===== config.mk =====
export PLATFORM = sky130hd
export DESIGN_NAME = f_pc_gen
export DESIGN_NICKNAME = d
export VERILOG_FILES = /design/src/rtl/f_pc_gen.sv
export SDC_FILE = /design/constraint.sdc
export NUM_CORES = 1
export LEC_CHECK = 0
export ABC_CLOCK_PERIOD_IN_PS = 1800
export CAP_MARGIN = 20
export CORE_ASPECT_RATIO = 0.5
export CORE_MARGIN = 2
export CORE_UTILIZATION = 35
export CTS_CLUSTER_DIAMETER = 150
export CTS_CLUSTER_SIZE = 14
export DETAILED_ROUTE_END_ITERATION = 10
export PLACE_DENSITY_LB_ADDON = 0.1
export SYNTH_ARGS = -nofsm -noshare
export SYNTH_HDL_FRONTEND = slang
export SYNTH_SLANG_ARGS = --single-unit
export TNS_END_PERCENT = 10

===== constraint.sdc =====
create_clock -name clk -period 1.8 [get_ports clk]
set_clock_uncertainty 0.2 [all_clocks]
set_input_delay 0.45 -clock clk [delete_from_list [all_inputs] [get_ports clk]]
set_output_delay 0.45 -clock clk [all_outputs]
set_load 0.01 [all_outputs]

===== src/rtl/f_pc_gen.sv =====
// Fetch-stage PC generator: holds the fetch PC, redirects on exception/eret, and
// latches redirects that arrive during a stall. Define PC_RANGE_CHECK_EN to add text-range AdEL checks.
module f_pc_gen #(
   parameter int           W          = 32,
   parameter logic [W-1:0] RESET_PC   = W'(32'h0000_3000),
   parameter logic [W-1:0] HANDLER_PC = W'(32'h0000_4180),
   parameter logic [W-1:0] TEXT_LO    = W'(32'h0000_3000),
   parameter logic [W-1:0] TEXT_HI    = W'(32'h0000_6FFF)
) (
   input  logic         clk,
   input  logic         reset,
   input  logic         en,
   input  logic [W-1:0] npc,
   input  logic         exc_req,
   input  logic         eret_req,
   input  logic [W-1:0] epc,
   input  logic         imem_ready,
   output logic [W-1:0] pc,
   output logic         imem_req,
   output logic         fetch_valid,
   output logic         exc_adel,
   output logic         redirect_pending
);

   typedef enum logic {
      RUN  = 1'b0,
      PEND = 1'b1
   } state_t;

`ifdef PC_RANGE_CHECK_EN
   localparam bit RANGE_CHECK = 1'b1;
`else
   localparam bit RANGE_CHECK = 1'b0;
`endif

   state_t         state;
   logic [W-1:0]   pend_pc;
   logic           pend_kind;   // 1 = exception, 0 = eret
   logic           pend_valid;
   logic           advance;
   logic           range_fail;
   logic [W-1:0]   target;

   assign pend_valid = (state == PEND);

   // A pending redirect leaves PEND without waiting on the memory handshake.
   assign advance = en && (imem_ready || pend_valid);

   // NOTE: every signal written in always_comb gets a value on every path,
   // here via the final else, so no latch is inferred.
   always_comb begin
      if (exc_req)
         target = HANDLER_PC;
      else if (eret_req)
         target = epc;
      else if (pend_valid)
         target = pend_pc;
      else
         target = npc;
   end

   // NOTE: sequential state uses non-blocking assignments so every register
   // samples pre-edge values regardless of statement order.
   always_ff @(posedge clk) begin
      if (reset) begin
         pc        <= RESET_PC;
         pend_pc   <= RESET_PC;
         pend_kind <= 1'b0;
         state     <= RUN;
      end else if (advance) begin
         pc    <= target;
         state <= RUN;
      end else if (exc_req || eret_req) begin
         // An eret must not displace an exception already waiting.
         if (exc_req || !(pend_valid && pend_kind)) begin
            pend_pc   <= target;
            pend_kind <= exc_req;
            state     <= PEND;
         end
      end
   end

   assign range_fail = RANGE_CHECK && ((pc < TEXT_LO) || (pc > TEXT_HI));

   assign imem_req         = !pend_valid;
   assign redirect_pending = pend_valid;
   assign fetch_valid      = imem_ready && !pend_valid && !exc_req && !eret_req;
   assign exc_adel         = fetch_valid && ((pc[1:0] != 2'b00) || range_fail);

endmodule


### Met2 routing

(3 px per um)
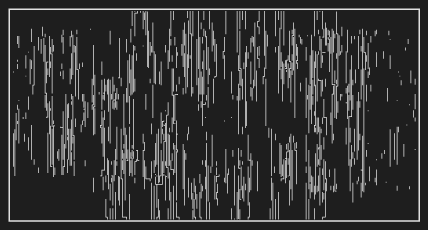
share of all routed wire: 46%
longest straight run: 41.1 um
main direction: vertical
vias post-DR: 2,798
M2 GR Usage: 31.2%
Routed WL: 8930 um

### Routing congestion

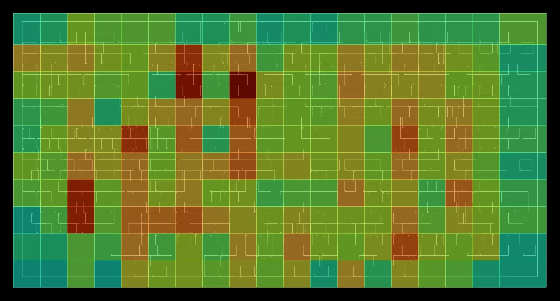
mean routed wirelength per cell: 16.5 um
total global-route track usage: 19.8%
met3 Usage GRT: 6.46%
Layout Utilization: 54.5%
layer carrying the most global-route usage: met2

### Routed metal, one colour a layer

(4 px per um)
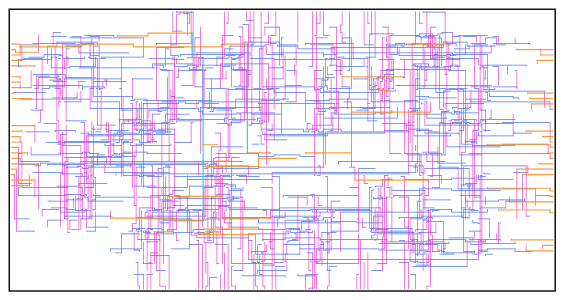
| colour | layer | wire length |
|---|---|---|
| blue | M1 | 4,250 um |
| orange | M3 | 506 um |
| magenta | M2 | 4,100 um |
| cyan | M4 | 74.1 um |

### I/O pins on the die edge

(3 px per um) Pins as bars across the die edge, other pins in grey.
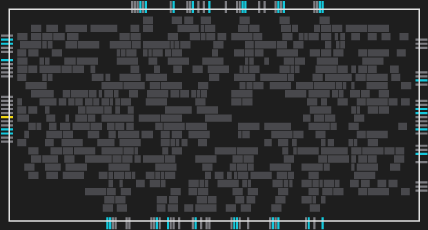
| colour | port | pins | direction | edge |
|---|---|---|---|---|
| yellow | fetch_valid | 1 | output | left |
| cyan | npc | 32 | input | 11 top, 11 bottom, 5 left, 5 right |
port bufs: 105
Horiz. Die Dim: 136 um

### Nets reached from selected ports

(4 px per um)
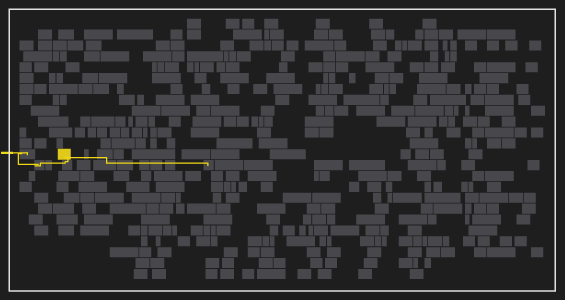
| colour | port | direction | edge | end cells | buffers | wire |
|---|---|---|---|---|---|---|
| yellow | fetch_valid | output | left | 1 | 2 | 61.4 um |
I/O pins: 106

==> impl_metrics.json <==
{
  "status": "finished, violations left",
  "violations": "setup timing",
  "period_used_pct": 104,
  "cp_top_family": "flip-flops",
  "r2r_slack_ns": 0,
  "clock-sinks": 66,
  "antenna_found_initial": 0,
  "ys_sh_mux_pct": 12.7,
  "clock.fmax_ghz": 0.535,
  "detail-route-antenna-nets": 0,
  "ys_sh_adder_pct": 0,
  "maxSlewHeadroom_pct": 56.5,
  "startpoint": "redirect_pending",
  "logic_family": "AND-OR/OR-AND gates",
  "clock_path_buffers": 2,
  "fin_ws_ns": -0.0689,
  "cts_inserted_buffers": 9,
  "avgSynthCellArea_sq_um": 10.1,
  "clock_power_share_pct": 42.8,
  "drive_gt1_share_pct": 15.6,
  "via_per_inst": 5.18,
  "warnings": 29,
  "total_power_uw": 3990,
  "aoi_share_pct": 28.3,
  "syn_area_sq_um": 3060,
  "maxCapViolCount": 0,
  "core_area_sq_um": 8590,
  "power.internal_uw": 2990,
  "xor_area_share_pct": 0,
  "rows": 24,
  "tns_ns": -0.136,
  "nets": 488,
  "worstSetupPathDepth": 4,
  "simple_gate_area_share_pct": 10.9,
  "crit_type": "reg -> out",
  "hold_viol": 0,
  "hold_buffers": 0,
  "syn_inst": 303,
  "crit_path_max_incr_delay_ns": 0.33,
  "ys_async_sr_fraction_pct": 0,
  "cts-htree-levels": 3,
  "ys_cells": 303,
  "ys_seq_share_pct": 43.2,
  "drcViolationCount": 0,
  "rr_startpoint": "redirect_pending",
  "seqPwrFrac_pct": 39.4,
  "grt_max_degree": 63,
  "initial_core_util_pct": 35.6,
  "flop_cell": "dfxtp_1",
  "diodes": 0,
  "crit_required_ns": 1.15,
  "place.gp.congestion": 0.749,
  "lay_top_count": "dfxtp_1",
  "holdCritPathClass": "reg -> reg",
  "p_sw_uw": 995,
  "critical_path.slowest_cell": "dfxtp_2",
  "clockRootBuffer": "clkbuf_16",
  "numSynthFlops": 66,
  "layout_top_cells": "dfxtp_1, clkdlybuf4s50_1, dlygate4sd2_1",
  "finalSetupViolCount": 7,
  "hp-start": "pc[9]",
  "worst_slew_pin_slew_ns": 0.650,
  "edf_count": 0,
  "hold-worst-slack_ns": 0.270
}
what timing repair did:
action                                  CTS  global route
pin swaps                                 5             3
buffers inserted                          2             0
gates cloned                              1             0
endpoints found under the setup margin   95            46
resized                                  56             6
flip-flops by register name, summed over array words and instances, names as in the netlist:
signal            count
redirect_pending      1
pend_kind             1
pend_pc              32
pc                   32
metrics by stage:
stage / cells / cell area, sq um
2_1_floorplan: 303 / 3080
3_3_place_gp: 521 / 4380
3_5_place_dp: 521 / 4380
4_1_cts: 540 / 4680
5_1_grt: 540 / 4680
6_report: 540 / 4680
layout make-up:
class / count / area (sq um)
well taps: 117 / 146
repair buffers: 130 / 1300
clock inverters: 7 / 70.1
inverters: 2 / 7.51
multi-input cells: 209 / 1620
clock buffers: 9 / 225
fillers: 793 / 3900
flip-flops and latches: 66 / 1320
power groups by stage:
stage	sequential, uW	combinational, uW	clock [uW]
after global placement	1600	697	0
after global routing	1580	769	1810
final	1570	709	1710
after floorplan	1610	340	0
after detailed placement	1600	714	0
after CTS	1570	709	1740
cell families after synthesis:
group	Yosys count
and+or+nand+nor	64
DFF	66
AOI/OAI and AO/OA	107
buffers and inverters	29
muxes	37
synth_stat cells (all sizes together), types with 3 or more instances:
master / instances / area (sq um)
a22o: 27 / 236
o21ai: 34 / 193
a221o: 4 / 40.0
mux2i: 30 / 300
dfxtp: 66 / 1320
nand2: 29 / 109
a21oi: 5 / 36.3
mux2: 7 / 86.3
nor3: 3 / 26.3
nor2b: 26 / 163
a32o: 26 / 260
o21a: 3 / 22.5
o221a: 3 / 33.8
buf: 16 / 104
clkbuf: 11 / 41.3
final timing paths:
kind,endpoint
setup / recovery,exc_adel
hold / removal,pc[9]
setup reg to reg,pend_pc[23]
hold reg to reg,pc[9]
metal layers:
metal | vias up | GRT usage (%) | wire [um]
li1 | 1378 | - | -
met1 | 1332 | 26.3 | 4250
met2 | 80 | 31.2 | 4100
met3 | 8 | 6.46 | 506
met4 | 0 | 5.09 | 74
met5 | - | 0 | 0
No activity file was given, so power comes from the tool's default toggle rates.
